==> src/rtl/pwm_ramp_ctrl_if.sv <==
// Target-duty command handshake between a sequencer master and pwm_ramp_ctrl.
interface pwm_ramp_ctrl_if;
    logic       cmd_vld;
    logic [9:0] cmd_duty;
    logic       cmd_rdy;

    modport master (output cmd_vld, output cmd_duty, input cmd_rdy);
    modport slave  (input cmd_vld, input cmd_duty, output cmd_rdy);
endinterface

==> src/rtl/pwm_ramp_ctrl.sv <==
// Slews the 10-bit PWM duty toward commanded targets once per PWM period.
// Optional PWM_FAULT_EN adds a sticky fault shutdown and the fault_lat port.
module pwm_ramp_ctrl #(
    parameter int unsigned STEP     = 16,
    parameter logic [9:0]  MAX_DUTY = 10'h3F0
) (
    input  logic                 clk,
    input  logic                 rst_n,
    pwm_ramp_ctrl_if.slave       cmd,
    input  logic                 stop_req,
    input  logic                 fault,
    output logic [9:0]           duty,
    output logic                 period_end,
    output logic                 at_target,
    output logic                 busy
`ifdef PWM_FAULT_EN
    ,
    output logic                 fault_lat
`endif
);

    typedef enum logic [1:0] {IDLE, RAMP, HOLD, STOP} state_t;

    localparam logic [10:0] STEP11 = 11'(STEP);
    localparam logic [9:0]  STEP10 = 10'(STEP);

    state_t      state, state_nx;
    logic [9:0]  cnt;
    logic [9:0]  target, target_nx;
    logic [9:0]  duty_nx;
    logic [9:0]  step_res;
    logic [9:0]  clamp;
    logic [10:0] diff;
    logic        accept;
    logic        fault_hit;
    logic        blocked;

`ifdef PWM_FAULT_EN
    logic fault_lat_q;

    always_ff @(posedge clk or negedge rst_n) begin
        if (!rst_n)
            fault_lat_q <= 1'b0;
        else if (fault)
            fault_lat_q <= 1'b1;
    end

    assign fault_lat = fault_lat_q;
    assign fault_hit = fault;
    assign blocked   = fault_lat_q | fault;
`else
    logic fault_unused;
    assign fault_unused = fault;
    assign fault_hit    = 1'b0;
    assign blocked      = 1'b0;
`endif

    // Same reset as the PWM counter, so cnt tracks it cycle for cycle.
    always_ff @(posedge clk or negedge rst_n) begin
        if (!rst_n)
            cnt <= '0;
        else
            cnt <= cnt + 10'd1;
    end

    assign period_end  = (cnt == 10'h3FF);
    assign clamp       = (cmd.cmd_duty > MAX_DUTY) ? MAX_DUTY : cmd.cmd_duty;
    assign cmd.cmd_rdy = (state != STOP) && !stop_req && !blocked;
    assign accept      = cmd.cmd_vld && cmd.cmd_rdy;

    always_comb begin
        diff     = '0;
        step_res = target;
        if (target > duty)
            diff = {1'b0, target} - {1'b0, duty};
        else
            diff = {1'b0, duty} - {1'b0, target};
        if (diff <= STEP11)
            step_res = target;
        else if (target > duty)
            step_res = duty + STEP10;
        else
            step_res = duty - STEP10;
    end

    // Stepping uses the target held before this edge, so a command landing on
    // the period_end edge only shows up at the following boundary.
    always_comb begin
        state_nx  = state;
        target_nx = target;
        duty_nx   = duty;
        if (period_end && (state == RAMP || state == STOP))
            duty_nx = step_res;
        case (state)
            IDLE: begin
                if (accept && clamp != '0) begin
                    target_nx = clamp;
                    state_nx  = RAMP;
                end
            end
            RAMP, HOLD: begin
                if (state == RAMP && period_end && step_res == target)
                    state_nx = HOLD;
                if (stop_req) begin
                    state_nx  = STOP;
                    target_nx = '0;
                end else if (accept) begin
                    target_nx = clamp;
                    if (clamp != duty_nx)
                        state_nx = RAMP;
                end
            end
            STOP: begin
                if (period_end && step_res == '0)
                    state_nx = IDLE;
            end
            default: state_nx = IDLE;
        endcase
        if (fault_hit) begin
            state_nx  = IDLE;
            target_nx = '0;
            duty_nx   = '0;
        end
    end

    always_ff @(posedge clk or negedge rst_n) begin
        if (!rst_n) begin
            state     <= IDLE;
            target    <= '0;
            duty      <= '0;
            at_target <= 1'b0;
            busy      <= 1'b0;
        end else begin
            state     <= state_nx;
            target    <= target_nx;
            duty      <= duty_nx;
            at_target <= (state_nx == HOLD) && (duty_nx == target_nx);
            busy      <= (state_nx == RAMP) || (state_nx == STOP);
        end
    end

endmodule

==> src/flat_wrapper.sv <==
// flat-port wrapper written by rule: the top's interface ports become plain ports
module pwm_ramp_ctrl_flat 
#(
    parameter int unsigned STEP     = 16,
    parameter logic [9:0]  MAX_DUTY = 10'h3F0
)
  (clk, rst_n, stop_req, fault, duty, period_end, at_target, busy, cmd_cmd_vld, cmd_cmd_duty, cmd_cmd_rdy);
  pwm_ramp_ctrl_if cmd_i ();
  input  logic clk;
  input  logic rst_n;
  input  logic stop_req;
  input  logic fault;
  output logic [9:0] duty;
  output logic period_end;
  output logic at_target;
  output logic busy;
  input wire logic [$bits(cmd_i.cmd_vld)-1:0] cmd_cmd_vld;
  input wire logic [$bits(cmd_i.cmd_duty)-1:0] cmd_cmd_duty;
  output wire logic [$bits(cmd_i.cmd_rdy)-1:0] cmd_cmd_rdy;
  assign cmd_i.cmd_vld = cmd_cmd_vld;
  assign cmd_i.cmd_duty = cmd_cmd_duty;
  assign cmd_cmd_rdy = cmd_i.cmd_rdy;
  pwm_ramp_ctrl #(.STEP(STEP), .MAX_DUTY(MAX_DUTY)) u_core (.clk(clk), .rst_n(rst_n), .cmd(cmd_i), .stop_req(stop_req), .fault(fault), .duty(duty), .period_end(period_end), .at_target(at_target), .busy(busy));
endmodule
==> config.mk <==
export PLATFORM = sky130hd
export DESIGN_NAME = pwm_ramp_ctrl_flat
export DESIGN_NICKNAME = d
export VERILOG_FILES = /design/src/rtl/pwm_ramp_ctrl_if.sv /design/src/rtl/pwm_ramp_ctrl.sv /design/src/flat_wrapper.sv
export SDC_FILE = /design/constraint.sdc
export NUM_CORES = 1
export LEC_CHECK = 0
export ABC_AREA = 1
export CAP_MARGIN = 20
export CORE_MARGIN = 5
export CORE_UTILIZATION = 55
export DETAILED_ROUTE_END_ITERATION = 6
export PLACE_DENSITY = 0.76
export SYNTH_ARGS = -nofsm -noshare
export SYNTH_HDL_FRONTEND = slang
export SYNTH_SLANG_ARGS = --single-unit
export TNS_END_PERCENT = 20
==> constraint.sdc <==
create_clock -name clk -period 5.05 [get_ports clk]
set_input_delay 1.01 -clock clk [delete_from_list [all_inputs] [get_ports clk]]
set_output_delay 1.01 -clock clk [all_outputs]
set_load 0.005 [all_outputs]
Fig. 1: run 1, zoomed window
Region (35, 35) to (60, 60) um. Cells in gray, sequential cells in the stronger gray; small squares are vias.
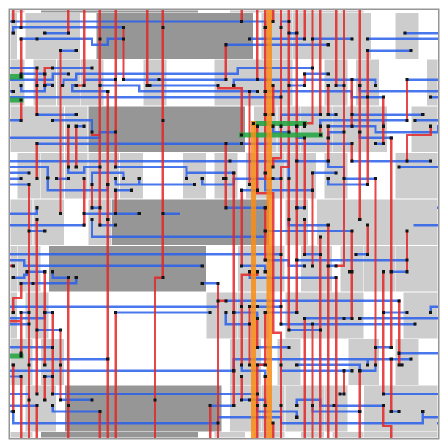
red -> met2
green -> met3
orange -> met4
blue -> met1
cells with their middle in the window = 62
netlist names of flops here include = u_core.duty (3), u_core.target (2)
most frequent = nand2_1 (17), nand3_1 (10), inv_1 (8)
sequential cells in the window = 5

Fig. 2: run 1, cell density map
Scale: 3 px per um. The die is cut into 9 by 9 equal tiles; black is low, pale yellow is high, 0 to 100% covered.
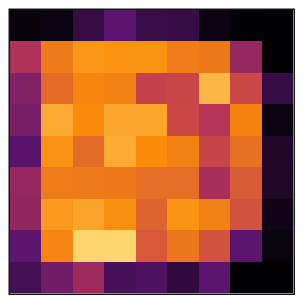
densest ninth of the die = center
fullest tile = 91%
nearly empty tiles = 8.6%
mean over tiles = 48%
tiles over 75% full = 20%

==> job_summary.md, run 1 <==
### Metrics collected by this job

| Metric | Value |
|---|---|
| Final TNS setup | 0 ns |
| Seq pwr share | 16.0% |
| Area growth, synth to finish | 11.67% |
| Tmin final | 4.447 ns |
| Ys cells | 643 |
| Post-DR vias/cell | 5.414 |
| GRT Overall Usage | 24.90% |
| Worst min-delay path endpoint | u_core.cnt[0] |
| # DRC | 0 |
| Post-CTS Repair Setup Buffers | 0 |
| H-tree levels | 2 |
| Status | finished, final reports clean |
| Final hold viol count | 0 |
| Critical path's slowest cell | dfrtp_1 |
| Met3 Track Usage GR | 2.550% |
| Hold depth | 1 |
| # hold bufs at CTS | 0 |
| Maximum vdd ir drop | 406.3 uV |
| CTS tree | built |
| Met2 usage | 42.20% |
| Leakage | 2.380 nW |
| Synth Warn # | 0 |
| Distinct lib cells used | 36 |
| Number of instances in the placed design | 758 |
| Sequential Area | 825.8 um^2 |
| FF-to-FF End | u_core.at_target |
| Synth area leader | dfrtp_1 |
| Worst path max stage delay | 0.47 ns |
| Crit path kind | reg -> reg |
| Share of post-route cells with drive strength above 1 | 6.418% |
| Mapped Cells | 643 |
| GR Layer Usage met1 | 32.35% |
| RSZ-0062 raised after global routing | false |
| Crit path DAT | 4.66 ns |
| Most common cell on crit path | nand2_1 |
Fig. 3: run 1, cells colored by class
Scale: 4 px per um. Fill, decap, tap and diode cells in gray.
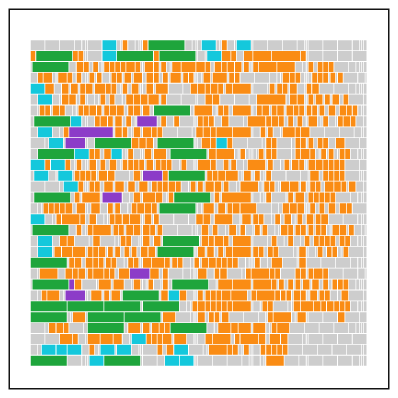
green -> flip-flops  # cells 33, share of their area 19%
orange -> all other logic  # cells 597, share of their area 71%
purple -> clock drivers and dummy loads  # cells 8, share of their area 2.7%
cyan -> other buffers and delay cells  # cells 32, share of their area 7.2%
CORE AREA: 0.006869 mm^2
Final Util: 63.81%
sequential cell area share: 18.84%

## run 1: logic make-up after synthesis
| family | count (synthesis) | synth area share, % |
|---|---|---|
| AND/OR/NAND/NOR | 351 | 39.59 |
| AND-OR/OR-AND | 84 | 11.73 |
| XOR/XNOR | 19 | 4.240 |
| adder cells (fa/ha/maj) | 31 | 10.46 |
| flip-flops | 33 | 21.04 |
| buffers and inverters | 125 | 12.94 |
## run 1: area by class of cell
cell class	count	share of cell area, %
Timing Repair Buffer	32	7.023
Multi-Input combinational cell	485	59.12
Clock inverter	1	0.6851
Sequential cell	33	18.84
Inverter	112	9.620
Tap cell	96	2.741
Clock buffer	7	1.970
## run 1: worst max path at each step
stage              startpoint               end  slack (ns)  cells past startpoint
2_1_floorplan  u_core.duty[2]  u_core.at_target        1.45                     37
3_3_place_gp   u_core.duty[3]  u_core.at_target        0.74                     31
3_5_place_dp   u_core.duty[3]  u_core.at_target        0.68                     31
4_1_cts        u_core.duty[3]  u_core.at_target        0.64                     31
5_1_grt        u_core.duty[3]  u_core.at_target        0.17                     31
6_report       u_core.duty[3]  u_core.at_target        0.60                     31
## run 1: routing by layer
layer,routed length (um),vias to the layer above
met1,4699,1879
met2,4943,140
met4,322,0
met3,643,23
li1,-,2105
met5,0,-
## run 1: state kept, by name (all words and copies together) (netlist names)
register          count
u_core.at_target      1
u_core.state          2
u_core.duty          10
u_core.target        10
u_core.cnt           10
## run 1: metrics by stage
stage               util [%]  cell area (um^2)  setup WS [ns]  hold WS, ns
global route           63.81              4383         0.1666       0.4881
floorplan                  -              3925          1.450       0.4224
global placement       62.11              4267         0.7362       0.4454
detailed placement     62.11              4267         0.6824       0.4546
finish                 63.81              4383         0.6025       0.4611
CTS                    63.81              4383         0.6396       0.4645
==> run 2, diff against run 1 <==
CORE_UTILIZATION = 50   (was 55)
PLACE_DENSITY = 0.7   (was 0.76)
==> run 2 against run 1 <==
Effect of this change: register-to-register slack improved by 0.02 ns; flip-flop count unchanged; critical endpoint unchanged; largest cell class unchanged; combinational power about the same; maximum frequency increased by 0.42%; worst setup slack improved by 0.019 ns; highest routed layer unchanged; sequential share of layout area increased by 0.19 points; global-route usage decreased by 2.6 points.
==> job_summary.md, run 2 <==
### Metrics collected by this job

| Metric | Value |
|---|---|
| Critical path's slowest cell | dfrtp_1 |
| GRT Overall Usage | 22.33% (-2.6 points) |
| HPWL Detailed | 8702 um |
| Grt ovf | 0 |
| Tmin final | 4.429 ns (-0.01874 ns) |
| Most common cell on crit path | nand2_1 |
| Main flop type | dfrtp_1 |
| Top flop regs | u_core.cnt (10), u_core.duty (10), u_core.target (10) |
| Mapped Cells | 643 (unchanged) |
| H-tree levels | 2 (unchanged) |
| Drt wl/cell | 14.11 um |
| Post-DR vias/cell | 5.435 (+0.39%) |
| # hold bufs at CTS | 0 (unchanged) |
| Fraction of registers with async set/reset | 100.0% |
| Max FO, Critical Path | 7 |
| Crit path kind | reg -> reg |
| Maximum vdd ir drop | 297.1 uV (-27%) |
| Seq pwr share | 16.4% (+0.4 points) |
| Synth area leader | dfrtp_1 |
| # fillers | 765 |
| RSZ-0062 raised after global routing | false |
| Placed Instance Area | 0.004259 mm^2 (-0.18%) |
| Final TNS setup | 0 ns (unchanged) |
| Share of post-route cells with drive strength above 1 | 6.437% (+0.019 points) |
| Top-count cell post-synth | nand2_1 |
| Status | finished, final reports clean |
| Die Height | 98.60 um |
| Distinct lib cells used | 36 (unchanged) |
| Area growth, synth to finish | 10.74% |
| WL met2 | 5135 um (+3.9%) |
| Number of buffers and inverters on the critical path | 2 |
| # DRC | 0 (unchanged) |
| Leakage | 2.353 nW (-1.1%) |
| DR top layer | met4 |
| WL met3 | 686 um (+6.7%) |
| Clock group share of total power | 8.3% |
| PwrDens | 546.0 mW/mm^2 |
| Crit. Startpoint | u_core.duty[5] |
| Synth Net Count | 689 |
| CTS tree | built |
| Met1 wire length | 4760 um (+1.3%) |
| Synth Warn # | 0 (unchanged) |
| Post-CTS Repair Setup Buffers | 0 (unchanged) |
| Worst path max stage delay | 0.48 ns (about the same) |
| Ys cells | 643 (unchanged) |
| Final hold viol count | 0 (unchanged) |
| Antenna violations before repair | 0 |
-- run 2: what timing repair did --
item / 4_1_cts / 5_1_grt
endpoints found under the setup margin: 0 / 1
resized: 0 / 1
hold endpoints to repair: 0 / 0
-- run 2: kinds of logic (layout without fill, tap and decap cells) --
logic type | count (synthesis) | count (layout) | share of synthesized area, %
and+or+nand+nor | 351 | 351 | 39.59
buffers and inverters | 125 | 150 | 12.94
xor gates and xnor gates | 19 | 19 | 4.240
adders and majority gates | 31 | 31 | 10.46
AOI/OAI and AO/OA | 84 | 84 | 11.73
DFF | 33 | 33 | 21.04
-- run 2: metrics by stage --
stage,cells,hold slack [ns],setup slack (ns)
after global routing,770,0.4864,0.06001
after CTS,770,0.4745,0.5912
after detailed placement,762,0.4637,0.6314
after floorplan,643,0.4224,1.450
final,770,0.4623,0.6212
after global placement,762,0.4424,0.7375
-- run 2: layer usage --
| layer | vias to the layer above | GRT usage [%] |
|---|---|---|
| met1 | 1887 | 30.03 |
| met4 | 0 | 8.088 |
| li1 | 2097 | - |
| met5 | - | 0 |
| met2 | 173 | 37.08 |
| met3 | 28 | 2.477 |
-- run 2: path summary, 6_finish.rpt --
kind	end	slack (ns)	cells after the start
min reg2reg	u_core.cnt[0]	0.46	1
min in group asynchronous	u_core.cnt[5]	1.12	2
max in group asynchronous	u_core.duty[2]	3.60	2
max	u_core.at_target	0.62	34
min	u_core.cnt[0]	0.46	1
max reg2reg	u_core.at_target	0.62	34
-- run 2: area by class of cell --
cell class / count / area, um^2 / share of cell area, %
well taps: 102 / 127.6 / 2.936
clock inverters: 3 / 17.52 / 0.4030
repair buffers: 30 / 292.8 / 6.736
flip-flops and latches: 33 / 827.0 / 19.03
clock buffers: 5 / 68.82 / 1.583
multi-input cells: 485 / 2591 / 59.61
inverters: 112 / 421.7 / 9.701
Fig. 4: run 2, cells colored by class
Scale: 4 px per um. Fill, decap, tap and diode cells in gray.
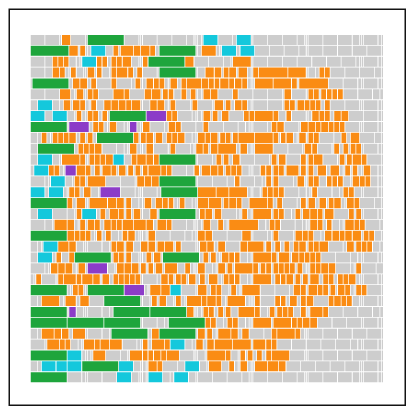
orange -> all other logic  # cells 597, share of their area 71%
purple -> clock drivers and dummy loads  # cells 8, share of their area 2.0%
cyan -> other buffers and delay cells  # cells 30, share of their area 6.9%
green -> flip-flops  # cells 33, share of their area 20%
design area: 0.004347 mm^2
Final Util: 56.54%
num rows: 32

Fig. 5: run 2, cell density map
Scale: 3 px per um. The die is cut into 10 by 10 equal tiles; black is low, pale yellow is high, 0 to 100% covered.
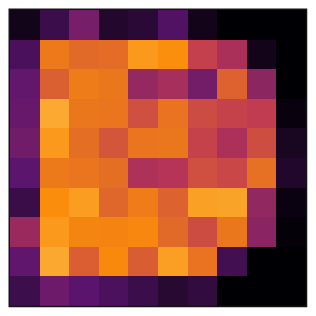
tiles over 75% full = 11%
fullest tile = 81%
mean over tiles = 43%
nearly empty tiles = 11%
Pre-Place Util: 51.06%
CORE AREA: 0.007687 mm^2

Fig. 6: run 2, clock nets
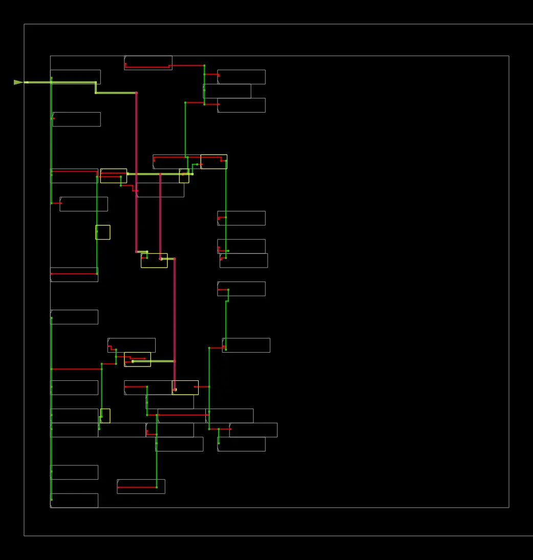
clk pwr: 196 uW
Num CTS Buffers: 5
clock sink count: 33

Power is estimated from default activity; no workload was simulated.
